File: src/rtl/manchester_tx_ctrl_if.sv
// Byte-source / line-side bundle of the Manchester frame sequencer.
// The master is the byte producer; the slave is the sequencer itself.
interface manchester_tx_ctrl_if;
    logic       start;
    logic [7:0] data_in;
    logic       data_valid;
    logic       data_ready;
    logic       manch_out;
    logic       tx_en;
    logic       busy;
    logic       done;

    modport master (
        output start,
        output data_in,
        output data_valid,
        input  data_ready,
        input  manch_out,
        input  tx_en,
        input  busy,
        input  done
    );

    modport slave (
        input  start,
        input  data_in,
        input  data_valid,
        output data_ready,
        output manch_out,
        output tx_en,
        output busy,
        output done
    );
endinterface

File: src/rtl/manchester_tx_ctrl.sv
// Manchester transmit frame sequencer.
// Frame = preamble (1,0,1,0,...), data bytes MSB first, then an idle END gap.
// Bytes arrive through a one-byte holding register so the producer can refill
// while the current byte is still being shifted out. The line is IEEE coded:
// a 0 is high->low, a 1 is low->high; every half-bit lasts DIV clocks.
module manchester_tx_ctrl #(
    parameter int DIV           = 4,
    parameter int PREAMBLE_BITS = 8
) (
    input  logic               clk,
    input  logic               rst_n,
    manchester_tx_ctrl_if.slave bus
);
    // Timer is shared between half-bit timing (0..DIV-1) and the END gap (0..2*DIV-1).
    localparam int TW      = $clog2(2 * DIV);
    localparam int CNT_MAX = (PREAMBLE_BITS > 8) ? PREAMBLE_BITS : 8;
    localparam int BW      = $clog2(CNT_MAX);

    localparam logic [TW-1:0] HALF_LAST = TW'(DIV - 1);
    localparam logic [TW-1:0] END_LAST  = TW'(2 * DIV - 1);
    localparam logic [BW-1:0] PRE_LAST  = BW'(PREAMBLE_BITS - 1);
    localparam logic [BW-1:0] BYTE_LAST = BW'(7);

    typedef enum logic [1:0] {
        S_IDLE     = 2'd0,
        S_PREAMBLE = 2'd1,
        S_DATA     = 2'd2,
        S_END      = 2'd3
    } state_t;

    state_t          state_r;
    logic [TW-1:0]   timer_r;
    logic            half_r;        // 0 = first half of the bit, 1 = second half
    logic [BW-1:0]   bit_cnt_r;
    logic [7:0]      shift_r;
    logic [7:0]      hold_r;
    logic            hold_full_r;
    logic            manch_out_r;
    logic            tx_en_r;
    logic            busy_r;
    logic            done_r;

    logic            data_ready_s;
    logic            cur_bit_s;
    logic            last_bit_s;

    // Line level for a bit value in a given half (IEEE: first half is the inverse).
    function automatic logic line_level(input logic bit_val, input logic second_half);
        return second_half ? bit_val : ~bit_val;
    endfunction

    assign data_ready_s = ~hold_full_r && (state_r != S_END);

    // Preamble bit n is 1 for even n, so its value is the inverted LSB of the count.
    assign cur_bit_s  = (state_r == S_DATA) ? shift_r[7] : ~bit_cnt_r[0];
    assign last_bit_s = (state_r == S_DATA) ? (bit_cnt_r == BYTE_LAST)
                                            : (bit_cnt_r == PRE_LAST);

    assign bus.data_ready = data_ready_s;
    assign bus.manch_out  = manch_out_r;
    assign bus.tx_en      = tx_en_r;
    assign bus.busy       = busy_r;
    assign bus.done       = done_r;

    // Frame sequencer: byte capture, half-bit timing, state and registered line outputs.
    always_ff @(posedge clk) begin
        if (!rst_n) begin
            state_r     <= S_IDLE;
            timer_r     <= TW'(0);
            half_r      <= 1'b0;
            bit_cnt_r   <= BW'(0);
            shift_r     <= 8'h00;
            hold_r      <= 8'h00;
            hold_full_r <= 1'b0;
            manch_out_r <= 1'b0;
            tx_en_r     <= 1'b0;
            busy_r      <= 1'b0;
            done_r      <= 1'b0;
        end else begin
            done_r <= 1'b0;

            // Ready is low whenever the register is full, so a capture never
            // coincides with the load/clear at a bit boundary below.
            if (bus.data_valid && data_ready_s) begin
                hold_r      <= bus.data_in;
                hold_full_r <= 1'b1;
            end

            case (state_r)
                S_IDLE: begin
                    manch_out_r <= 1'b0;
                    tx_en_r     <= 1'b0;
                    busy_r      <= 1'b0;
                    if (bus.start) begin
                        state_r     <= S_PREAMBLE;
                        timer_r     <= TW'(0);
                        half_r      <= 1'b0;
                        bit_cnt_r   <= BW'(0);
                        manch_out_r <= line_level(1'b1, 1'b0);
                        tx_en_r     <= 1'b1;
                        busy_r      <= 1'b1;
                    end
                end

                S_PREAMBLE, S_DATA: begin
                    if (timer_r != HALF_LAST) begin
                        timer_r <= timer_r + TW'(1);
                    end else if (!half_r) begin
                        timer_r     <= TW'(0);
                        half_r      <= 1'b1;
                        manch_out_r <= line_level(cur_bit_s, 1'b1);
                    end else begin
                        timer_r <= TW'(0);
                        half_r  <= 1'b0;
                        if (last_bit_s) begin
                            if (hold_full_r) begin
                                // Seamless hand-over: next byte starts on this very edge.
                                state_r     <= S_DATA;
                                shift_r     <= hold_r;
                                hold_full_r <= 1'b0;
                                bit_cnt_r   <= BW'(0);
                                manch_out_r <= line_level(hold_r[7], 1'b0);
                            end else begin
                                state_r     <= S_END;
                                bit_cnt_r   <= BW'(0);
                                manch_out_r <= 1'b0;
                                tx_en_r     <= 1'b0;
                            end
                        end else begin
                            bit_cnt_r <= bit_cnt_r + BW'(1);
                            if (state_r == S_DATA) begin
                                shift_r     <= {shift_r[6:0], 1'b0};
                                manch_out_r <= line_level(shift_r[6], 1'b0);
                            end else begin
                                // Next preamble bit equals the current count's LSB.
                                manch_out_r <= line_level(bit_cnt_r[0], 1'b0);
                            end
                        end
                    end
                end

                S_END: begin
                    manch_out_r <= 1'b0;
                    tx_en_r     <= 1'b0;
                    if (timer_r == END_LAST) begin
                        state_r <= S_IDLE;
                        timer_r <= TW'(0);
                        busy_r  <= 1'b0;
                        done_r  <= 1'b1;
                    end else begin
                        timer_r <= timer_r + TW'(1);
                    end
                end

                default: begin
                    state_r     <= S_IDLE;
                    timer_r     <= TW'(0);
                    half_r      <= 1'b0;
                    bit_cnt_r   <= BW'(0);
                    manch_out_r <= 1'b0;
                    tx_en_r     <= 1'b0;
                    busy_r      <= 1'b0;
                end
            endcase
        end
    end
endmodule
File: src/flat_wrapper.sv
// flat-port wrapper written by rule: the top's interface ports become plain ports
module manchester_tx_ctrl_flat 
#(
    parameter int DIV           = 4,
    parameter int PREAMBLE_BITS = 8
)
  (clk, rst_n, bus_start, bus_data_in, bus_data_valid, bus_data_ready, bus_manch_out, bus_tx_en, bus_busy, bus_done);
  manchester_tx_ctrl_if bus_i ();
  input  logic clk;
  input  logic rst_n;
  input wire logic [$bits(bus_i.start)-1:0] bus_start;
  input wire logic [$bits(bus_i.data_in)-1:0] bus_data_in;
  input wire logic [$bits(bus_i.data_valid)-1:0] bus_data_valid;
  output wire logic [$bits(bus_i.data_ready)-1:0] bus_data_ready;
  output wire logic [$bits(bus_i.manch_out)-1:0] bus_manch_out;
  output wire logic [$bits(bus_i.tx_en)-1:0] bus_tx_en;
  output wire logic [$bits(bus_i.busy)-1:0] bus_busy;
  output wire logic [$bits(bus_i.done)-1:0] bus_done;
  assign bus_i.start = bus_start;
  assign bus_i.data_in = bus_data_in;
  assign bus_i.data_valid = bus_data_valid;
  assign bus_data_ready = bus_i.data_ready;
  assign bus_manch_out = bus_i.manch_out;
  assign bus_tx_en = bus_i.tx_en;
  assign bus_busy = bus_i.busy;
  assign bus_done = bus_i.done;
  manchester_tx_ctrl #(.DIV(DIV), .PREAMBLE_BITS(PREAMBLE_BITS)) u_core (.clk(clk), .rst_n(rst_n), .bus(bus_i));
endmodule
File: config.mk
export PLATFORM = sky130hd
export DESIGN_NAME = manchester_tx_ctrl_flat
export DESIGN_NICKNAME = d
export VERILOG_FILES = /design/src/rtl/manchester_tx_ctrl_if.sv /design/src/rtl/manchester_tx_ctrl.sv /design/src/flat_wrapper.sv
export SDC_FILE = /design/constraint.sdc
export NUM_CORES = 1
export LEC_CHECK = 0
export CAP_MARGIN = 15
export CORE_ASPECT_RATIO = 1.4
export CORE_UTILIZATION = 51
export CTS_CLUSTER_SIZE = 30
export DETAILED_ROUTE_END_ITERATION = 12
export PLACE_DENSITY = 0.77
export SYNTH_ARGS = -nofsm -noshare
export SYNTH_HDL_FRONTEND = slang
export SYNTH_SLANG_ARGS = --single-unit
export TNS_END_PERCENT = 30
File: constraint.sdc
create_clock -name clk -period 2.2 [get_ports clk]
set_input_delay 0.22 -clock clk [delete_from_list [all_inputs] [get_ports clk]]
set_output_delay 0.22 -clock clk [all_outputs]
set_load 0.05 [all_outputs]
### Track usage over the die, run 1

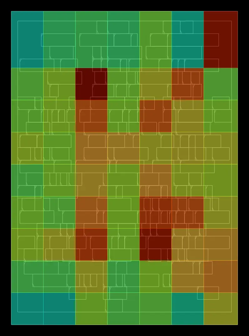
M3 GR Usage: 0.06081
routed len/inst: 13.59 um
met1 Use GR: 0.1989
Final Core Density: 0.6409

### Cell density map, run 1

5 x 7 tiles, from white (low) to dark blue (high), 0 to 100% covered.
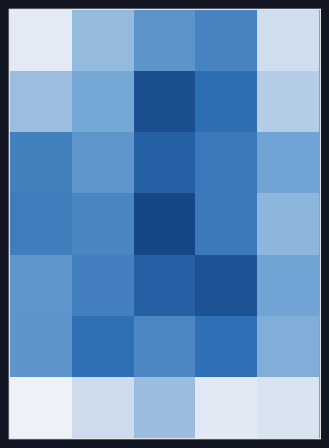
fullest tile: 91%
densest ninth of the die: center
tiles over 75% full: 14%
mean over tiles: 55%
Init Core Util: 0.5409
Core ar.: 2878 um2

### Wiring by layer, run 1

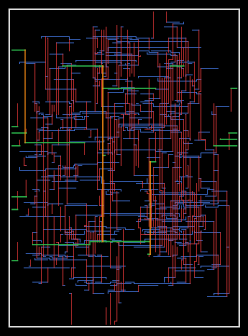
[blue] metal 1 | wire length: 1250 um
[red] metal 2 | wire length: 1710 um
[orange] metal 4 | wire length: 76.8 um
[green] metal 3 | wire length: 87.2 um
drt total wl: 3126 um
Via Count: 1261
GR Util All Layers: 0.2119

==> reports/qor.csv, run 1 <==
stage,metric,value,unit
setup_path,kind of critical path,reg2reg,
layout,largest registers,"u_core.hold_r: 8 flops, u_core.shift_r: 8 flops",
yosys,Cell area leaders,"dfxtp_1, nand2_1, ha_1",
sta,final hold vios,0,
yosys,synthesis warning total,0,
layout,logic share of the area,0.4735,
clocking,CTS root buffer,clkbuf_8,
layout,layout cell share with drive strength beyond 1,0.07772,
yosys,Post-synth regs,30,
clocking,CTS buffer count,5,
power,Sw Share,0.3617,
global_routing,number of global-route vias before repair,1216,
detailed_routing,vias per cell,5.483,
yosys,"FA/HA/MAJ Cells, Area Fraction",0.08842,
setup_path,"setup slack, reg-to-reg",360,ps
die,Well Taps,37,
global_routing,first-pass GRT wire length,5188,um
flow_run,Max Cap Viol,0,
clocking,total clock sinks,30,
yosys,Simple-Gate Area Share,0.2243,
min_path,Hold Crit Start,u_core.bus.tx_en$_SDFFE_PN0P_,
setup_path,CP top delay family,simple AND/OR/NAND/NOR gates,
global_routing,initial antenna violation count,0,
placed_design,area of placed instances,1733,um2
setup_path,Worst Path Buf+Inv,1,
yosys,"Distinct cells, synth",33,
yosys,Area leader share,0.3859,
flow_run,OpenROAD warnings,32,
power,clock-net power,0.553,mW
clocking,clk latency late pin,290,ps
yosys,Async SR Flop Fraction,0,
global_routing,busiest metal layer after global routing,met2,
setup_path,R2R Path End,u_core.shift_r[4]$_SDFFE_PN0P_,
setup_path,worst-path fanout max,16,
sta,TNS Setup,0,ps
sta,crit path time final,1836,ps
clocking,number of H-tree levels,2,
layout,buffer share of cell area,0.1004,
sta,Final WS setup,363.5,ps
global_routing,total congestion overflow,0,
setup_path,critical path launch point type,flop,
die,chip area,3280,um2
detailed_routing,Metal-1 WL,1249,um
power,leakage,0.7891,nW
layout,Ant. Diodes,0,
outcome,status,completed,
yosys,synthesized instance count,176,
setup_path,crit path DAT,2020,ps
layout,Clock Buffer Count,5,
==> run 1 -> run 2 <==
--- a/config.mk
+++ b/config.mk
@@ -7,10 +7,10 @@
 export LEC_CHECK = 0
 export CAP_MARGIN = 15
 export CORE_ASPECT_RATIO = 1.4
-export CORE_UTILIZATION = 51
+export CORE_UTILIZATION = 50
 export CTS_CLUSTER_SIZE = 30
 export DETAILED_ROUTE_END_ITERATION = 12
-export PLACE_DENSITY = 0.77
+export PLACE_DENSITY = 0.79
 export SYNTH_ARGS = -nofsm -noshare
 export SYNTH_HDL_FRONTEND = slang
 export SYNTH_SLANG_ARGS = --single-unit
==> constraint.sdc (replaced) <==
create_clock -name clk -period 1.6 [get_ports clk]
set_input_delay 0.16 -clock clk [delete_from_list [all_inputs] [get_ports clk]]
set_output_delay 0.16 -clock clk [all_outputs]
set_load 0.05 [all_outputs]
### Cell density map, run 2

5 x 7 tiles, from white (low) to dark blue (high), 0 to 100% covered.
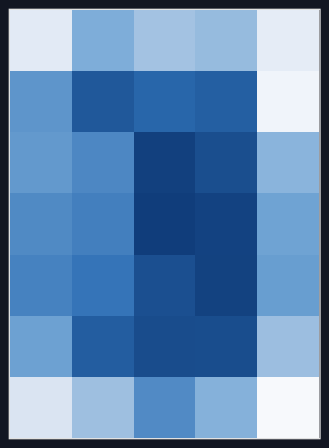
mean over tiles: 59%
fullest tile: 95%
densest ninth of the die: center
Init Core Util: 0.5355
Final Core Density: 0.6965
Core ar.: 2907 um2

==> reports/qor.csv, run 2 <==
stage,metric,value,unit,change
power,clock-net power,0.597,mW,was 0.553 mW
layout,buffer share of cell area,0.1502,,was 0.1004
yosys,Simple-Gate Area Share,0.2243,,unchanged
clocking,number of H-tree levels,2,,unchanged
yosys,synthesis warning total,0,,unchanged
setup_path,kind of critical path,reg2out,,was reg2reg
global_routing,number of global-route vias before repair,1468,,was 1216
detailed_routing,routed len/inst,14.61,um,was 13.59 um
detailed_routing,Metal-1 WL,1350,um,was 1249 um
clocking,total clock sinks,30,,unchanged
sta,TNS Setup,0,ps,unchanged
clocking,CTS buffer count,5,,unchanged
global_routing,first-pass GRT wire length,5961,um,was 5188 um
layout,logic share of the area,0.4740,,was 0.4735
global_routing,M3 GR Usage,0.06444,,was 0.06081
global_routing,GR Util All Layers,0.2405,,was 0.2119
layout,Clock Buffer Count,6,,was 5
clocking,clk latency late pin,280,ps,was 290 ps
detailed_routing,Via Count,1356,,was 1261
clocking,CTS root buffer,clkbuf_8,,unchanged
global_routing,initial antenna violation count,0,,unchanged
outcome,status,completed,,unchanged
power,leakage,0.8585,nW,was 0.7891 nW
setup_path,critical path launch point type,flop,,unchanged
placed_design,area of placed instances,1858,um2,was 1733 um2
layout,Ant. Diodes,0,,unchanged
yosys,"Distinct cells, synth",33,,unchanged
yosys,Area leader share,0.3859,,unchanged
setup_path,crit path DAT,1430,ps,was 2020 ps
setup_path,worst-path fanout max,3,,was 16
layout,layout cell share with drive strength beyond 1,0.2146,,was 0.07772
flow_run,OpenROAD warnings,33,,was 32
setup_path,"setup slack, reg-to-reg",30,ps,was 360 ps
==> run 2 -> run 3 <==
--- a/config.mk
+++ b/config.mk
@@ -10,6 +10,7 @@
 export CORE_UTILIZATION = 50
 export CTS_CLUSTER_SIZE = 30
 export DETAILED_ROUTE_END_ITERATION = 12
+export HOLD_SLACK_MARGIN = 0.03
 export PLACE_DENSITY = 0.79
 export SYNTH_ARGS = -nofsm -noshare
 export SYNTH_HDL_FRONTEND = slang
### Gate families picked out, run 3

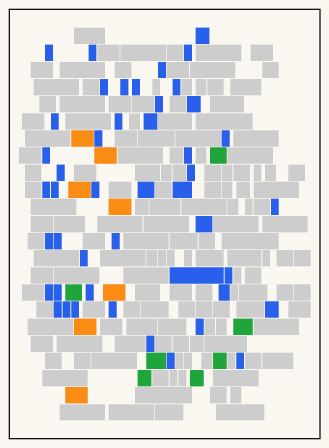
[green] and/or cells | cells: 7 | most used: and2_1
[blue] nand cells | cells: 46 | most used: nand2_1
[orange] non-inverting ao/oa cells | cells: 7 | most used: o211a_1
Finished Layout Cells: 242
dominant logic cell type in the layout: nand2_1

==> reports/qor.csv, run 3 <==
stage,metric,value,unit,change
detailed_routing,Via Count,1356,,unchanged
yosys,synthesis warning total,0,,unchanged
layout,logic share of the area,0.4740,,unchanged
outcome,status,completed,,unchanged
yosys,"Distinct cells, synth",33,,unchanged
flow_run,Max Cap Viol,0,,unchanged
detailed_routing,drt total wl,3535,um,unchanged
min_path,Hold Crit Start,bus_data_in[4],,unchanged
layout,largest registers,"u_core.hold_r: 8 flops, u_core.shift_r: 8 flops",,unchanged
yosys,Cell area leaders,"dfxtp_1, nand2_1, ha_1",,unchanged
detailed_routing,Metal-1 WL,1350,um,unchanged
clocking,number of H-tree levels,2,,unchanged
sta,Final WS setup,10.58,ps,unchanged
clocking,total clock sinks,30,,unchanged
global_routing,total congestion overflow,0,,unchanged
layout,Final Core Density,0.6965,,unchanged
global_routing,GR Util All Layers,0.2405,,unchanged
power,Sw Share,0.3675,,unchanged
setup_path,critical path launch point type,flop,,unchanged
clocking,clk latency late pin,280,ps,about the same
yosys,Simple-Gate Area Share,0.2243,,unchanged
layout,buffer share of cell area,0.1502,,unchanged
die,Init Core Util,0.5355,,unchanged
setup_path,"setup slack, reg-to-reg",30,ps,about the same
setup_path,worst-path fanout max,3,,unchanged
setup_path,kind of critical path,reg2out,,unchanged
layout,layout cell share with drive strength beyond 1,0.2146,,unchanged
yosys,Post-synth regs,30,,unchanged
sta,TNS Setup,0,ps,unchanged
clocking,CTS buffer count,5,,unchanged
placed_design,area of placed instances,1858,um2,unchanged
yosys,synthesized instance count,176,,unchanged
detailed_routing,routed len/inst,14.61,um,unchanged
flow_run,OpenROAD warnings,33,,unchanged
setup_path,crit path DAT,1430,ps,about the same
power,clock-net power,0.597,mW,about the same
global_routing,initial antenna violation count,0,,unchanged
die,Core ar.,2907,um2,unchanged
setup_path,R2R Path End,u_core.bit_cnt_r[1]$_SDFFE_PN0P_,,unchanged
yosys,Area leader share,0.3859,,unchanged
setup_path,CP top delay family,buffers and inverters,,unchanged
sta,final hold vios,0,,unchanged
global_routing,busiest metal layer after global routing,met2,,unchanged

==> screenshots <==
Met2 routing.
(a)
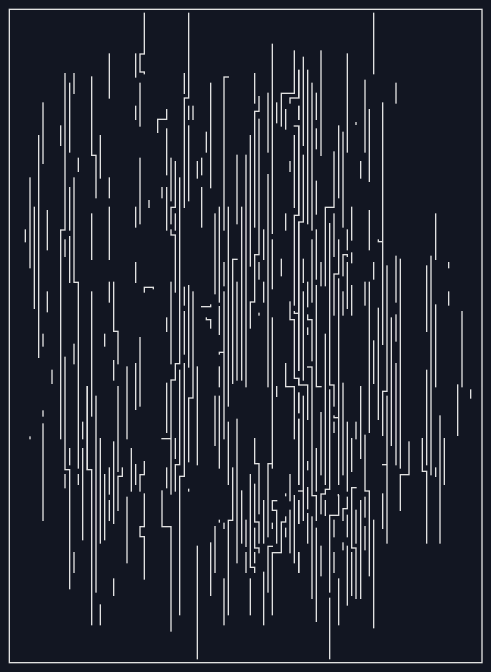
(b)
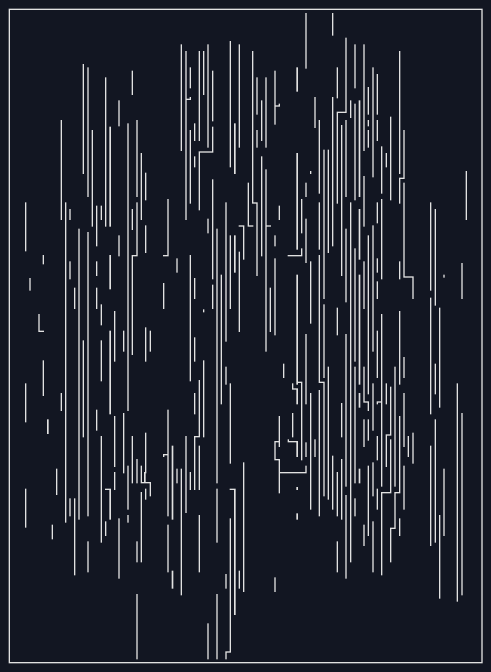
(b) is run 1.
(a) is run 2.

Key to (b):
main direction: vertical
longest straight run: 37.1 um

No activity file was given, so power comes from the tool's default toggle rates.
